**Wiring by layer**

The bar under the picture is 20 µm long.
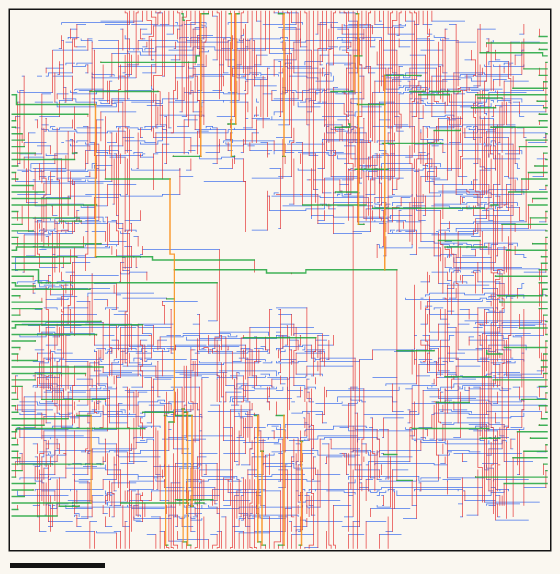
**Logic cells by family**

The bar under the picture is 20 µm long.
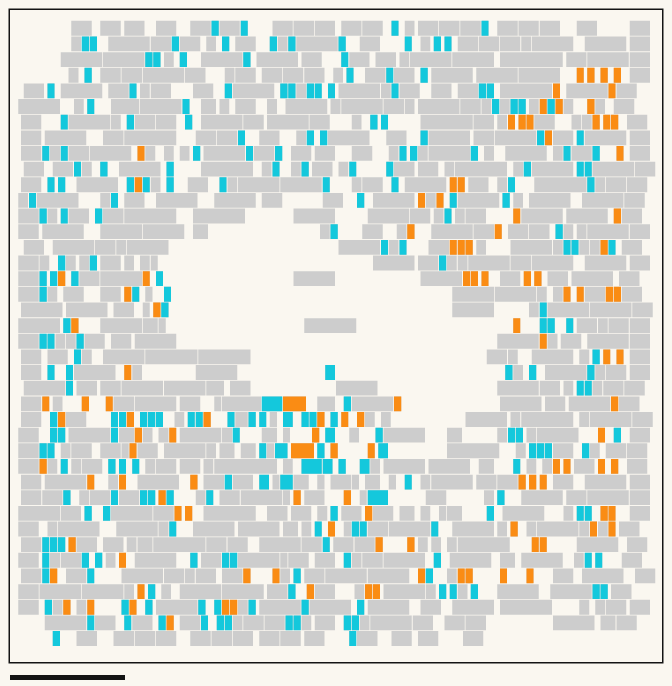
**Clock distribution**

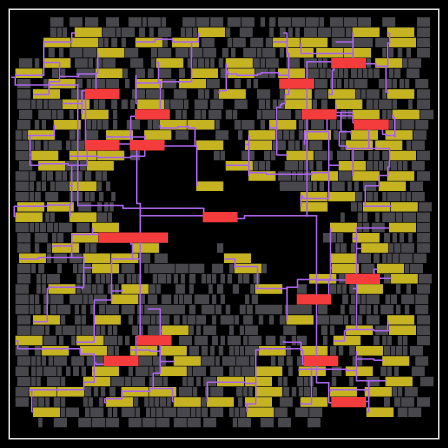
**Cell density map**

11 x 11 tiles, from dark blue (low) to red (high), 0 to 100% covered.
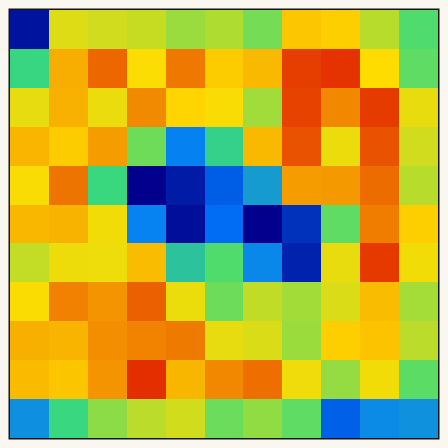
==> config.mk <==
export PLATFORM = sky130hd
export DESIGN_NAME = axi_lite_master_flat
export DESIGN_NICKNAME = d
export VERILOG_FILES = /design/src/rtl/axi_lite_master_if.sv /design/src/rtl/axi_lite_master.sv /design/src/flat_wrapper.sv
export SDC_FILE = /design/constraint.sdc
export NUM_CORES = 1
export LEC_CHECK = 0
export ABC_AREA = 1
export CAP_MARGIN = 10
export CORE_UTILIZATION = 44
export DETAILED_ROUTE_END_ITERATION = 16
export PLACE_DENSITY = 0.91
export SYNTH_ARGS = -nofsm -noshare
export SYNTH_HDL_FRONTEND = slang
export SYNTH_SLANG_ARGS = --single-unit
==> constraint.sdc <==
create_clock -name aclk -period 2.7 [get_ports aclk]
set_input_delay 0.54 -clock aclk [delete_from_list [all_inputs] [get_ports aclk]]
set_output_delay 0.54 -clock aclk [all_outputs]
set_load 0.03 [all_outputs]
==> impl_metrics.csv <==
group,metric,value,unit
status,status,"complete, no violations",
finish,final_cell_mix,"clkdlybuf4s50_1 (255), nand2_1 (228), dfxtp_1 (146)",
clocking,htreeDepth,4,
setup_path,required,2.16,ns
floorplan,io_pins,256,
pwr,power_density,964,nW/µm²
floorplan,die_w,113,µm
finish,n_antenna_cell,0,
finish,n_all_buffers,266,
finish,num-fill-cells,914,
flow_run,tool_warnings,26,
final_timing,final_max_slew_viol_count,0,
finish,largest_class,"registers",
pwr,max-vdd-ir-drop,593,µV
pwr,pwr-share-clk,27.1,%
pwr,seq_power_share,34.3,%
detailed_routing,num_vias,5579,
clocking,cts_sinks,146,
setup_path,r2r_slack,0.74,ns
clocking,cts.path.max_buffers,2,
final_timing,worst_slew_pin_slew,0.445,ns
finish,seqAreaFraction,33.9,%
pwr,leakage,3.29,nW
detailed_routing,first_iter_violations,376,
floorplan,nWellTaps,168,
finish,nClkBuffers,18,
final_timing,rsz0062_at_grt,"no",
setup_path,endpoint_kind,"output port",
global_routing,antenna_found_initial,0,
place,place.gp.congestion,0.764,
synthesis,largest_area_cell,"dfxtp_1",
finish,buffer_area_share,31.0,%
final_timing,fmax,409,MHz
global_routing,grt_max_degree,71,
global_routing,grt_pass1_wl,25400,µm
synthesis,synth_seq_share,53.6,%
pwr,combPwrFrac,38.6,%
floorplan,core,12100,µm²
finish,seq_area,2920,µm²
setup_path,worstPathMaxFanout,9,
synthesis,yosysCellCount,722,
pwr,swShare,37.1,%
clocking,cts_buffers,17,
finish,flops,146,
setup_path,path_class,"reg2out",
synthesis,ys_ff,146,
synthesis,synth_cell_types,22,
global_routing,overflow,0,
clocking,cts_root_buf,"clkbuf_16",
detailed_routing,drc_errors,0,
final_timing,setup_viol,0,
Notes on 'wiring by layer' above:
colour	layer	wire length
blue	met1	6320 µm
orange	met4	505 µm
green	met3	1200 µm
red	met2	7910 µm
DR WL/cell: 14.0 µm
final wirelength: 15900 µm

Notes on 'logic cells by family' above:
colour	family	cells	where
cyan	NAND gates	240	spread over the die
orange	NOR gates	117	spread over the die
most used logic cell in the final layout: clkdlybuf4s50_1
logic share of the area: 25.2%
final cell count without fillers: 1140

Notes on 'clock distribution' above:
[red] cells driving clock nets | count: 17
[purple] clock wires | length: 1570 µm
[yellow] flip-flops | count: 146
routed clock nets	18
Skew-Pair Late Insertion Delay: 0.41 ns
Clock Power: 2.26 mW

Notes on 'cell density map' above:
tiles over 75% full	41%
mean over tiles	66%
emptiest ninth of the die	centre
Final Util: 71.6%
FP Util: 45.2%

-- stage by stage --
stage / cell area [µm²] / setup slack (ns) / instances / util (%)
6_report: 8630 / 0.254 / 1140 / 71.6
5_1_grt: 8630 / 0.150 / 1140 / 71.6
4_1_cts: 8630 / 0.228 / 1140 / 71.6
3_5_place_dp: 8050 / 0.513 / 1108 / 66.8
3_3_place_gp: 8050 / 0.610 / 1108 / 66.8
2_1_floorplan: 5450 / 1.27 / 722 / -
-- power groups by stage --
stage	Combinational [mW]	Clock [mW]	Sequential, mW
5_1_grt	3.47	2.40	2.90
4_1_cts	3.22	2.30	2.85
3_5_place_dp	3.20	0	2.88
6_report	3.21	2.26	2.85
3_3_place_gp	3.13	0	2.87
2_1_floorplan	1.28	0	3.61
-- Yosys cell counts --
cell type  instances
buf_2             14
inv_1             15
nand3_2            3
buf_6              5
inv_2              4
clkbuf_1          15
a21oi_2            1
o211ai_1           2
nor2_4             2
nand2_1          228
dfxtp_1          146
nand4_1            2
a31oi_1            1
o21ai_0           41
buf_4             13
nor2_1           115
a21boi_4           1
nand3_1            7
a21oi_1           76
clkbuf_2           1
a211oi_1           1
o21ai_1           29
-- routing by layer --
metal	GRT usage [%]	share of wire, %	vias up
li1	-	-	2783
met1	28.0	40	2509
met2	42.8	50	247
met3	7.39	7.5	40
met4	13.2	3.2	0
met5	0	0	-
-- worst max-delay path, stage by stage (launching register included) --
cell and delay (ns):
dfxtp_1 0.43, nor2_4 0.20, nand2_1 0.10, inv_2 0.08
clkdlybuf4s50_1 0.69
-- cells by family (layout without fill, tap and decap cells) --
group	count (synthesis)	count (layout)	share of synthesized area, %
AND-OR/OR-AND	152	152	14.4
buffers and inverters	67	317	6.54
flip-flops	146	146	53.6
AND/OR/NAND/NOR	357	357	25.4
Power is estimated from default activity; no workload was simulated.
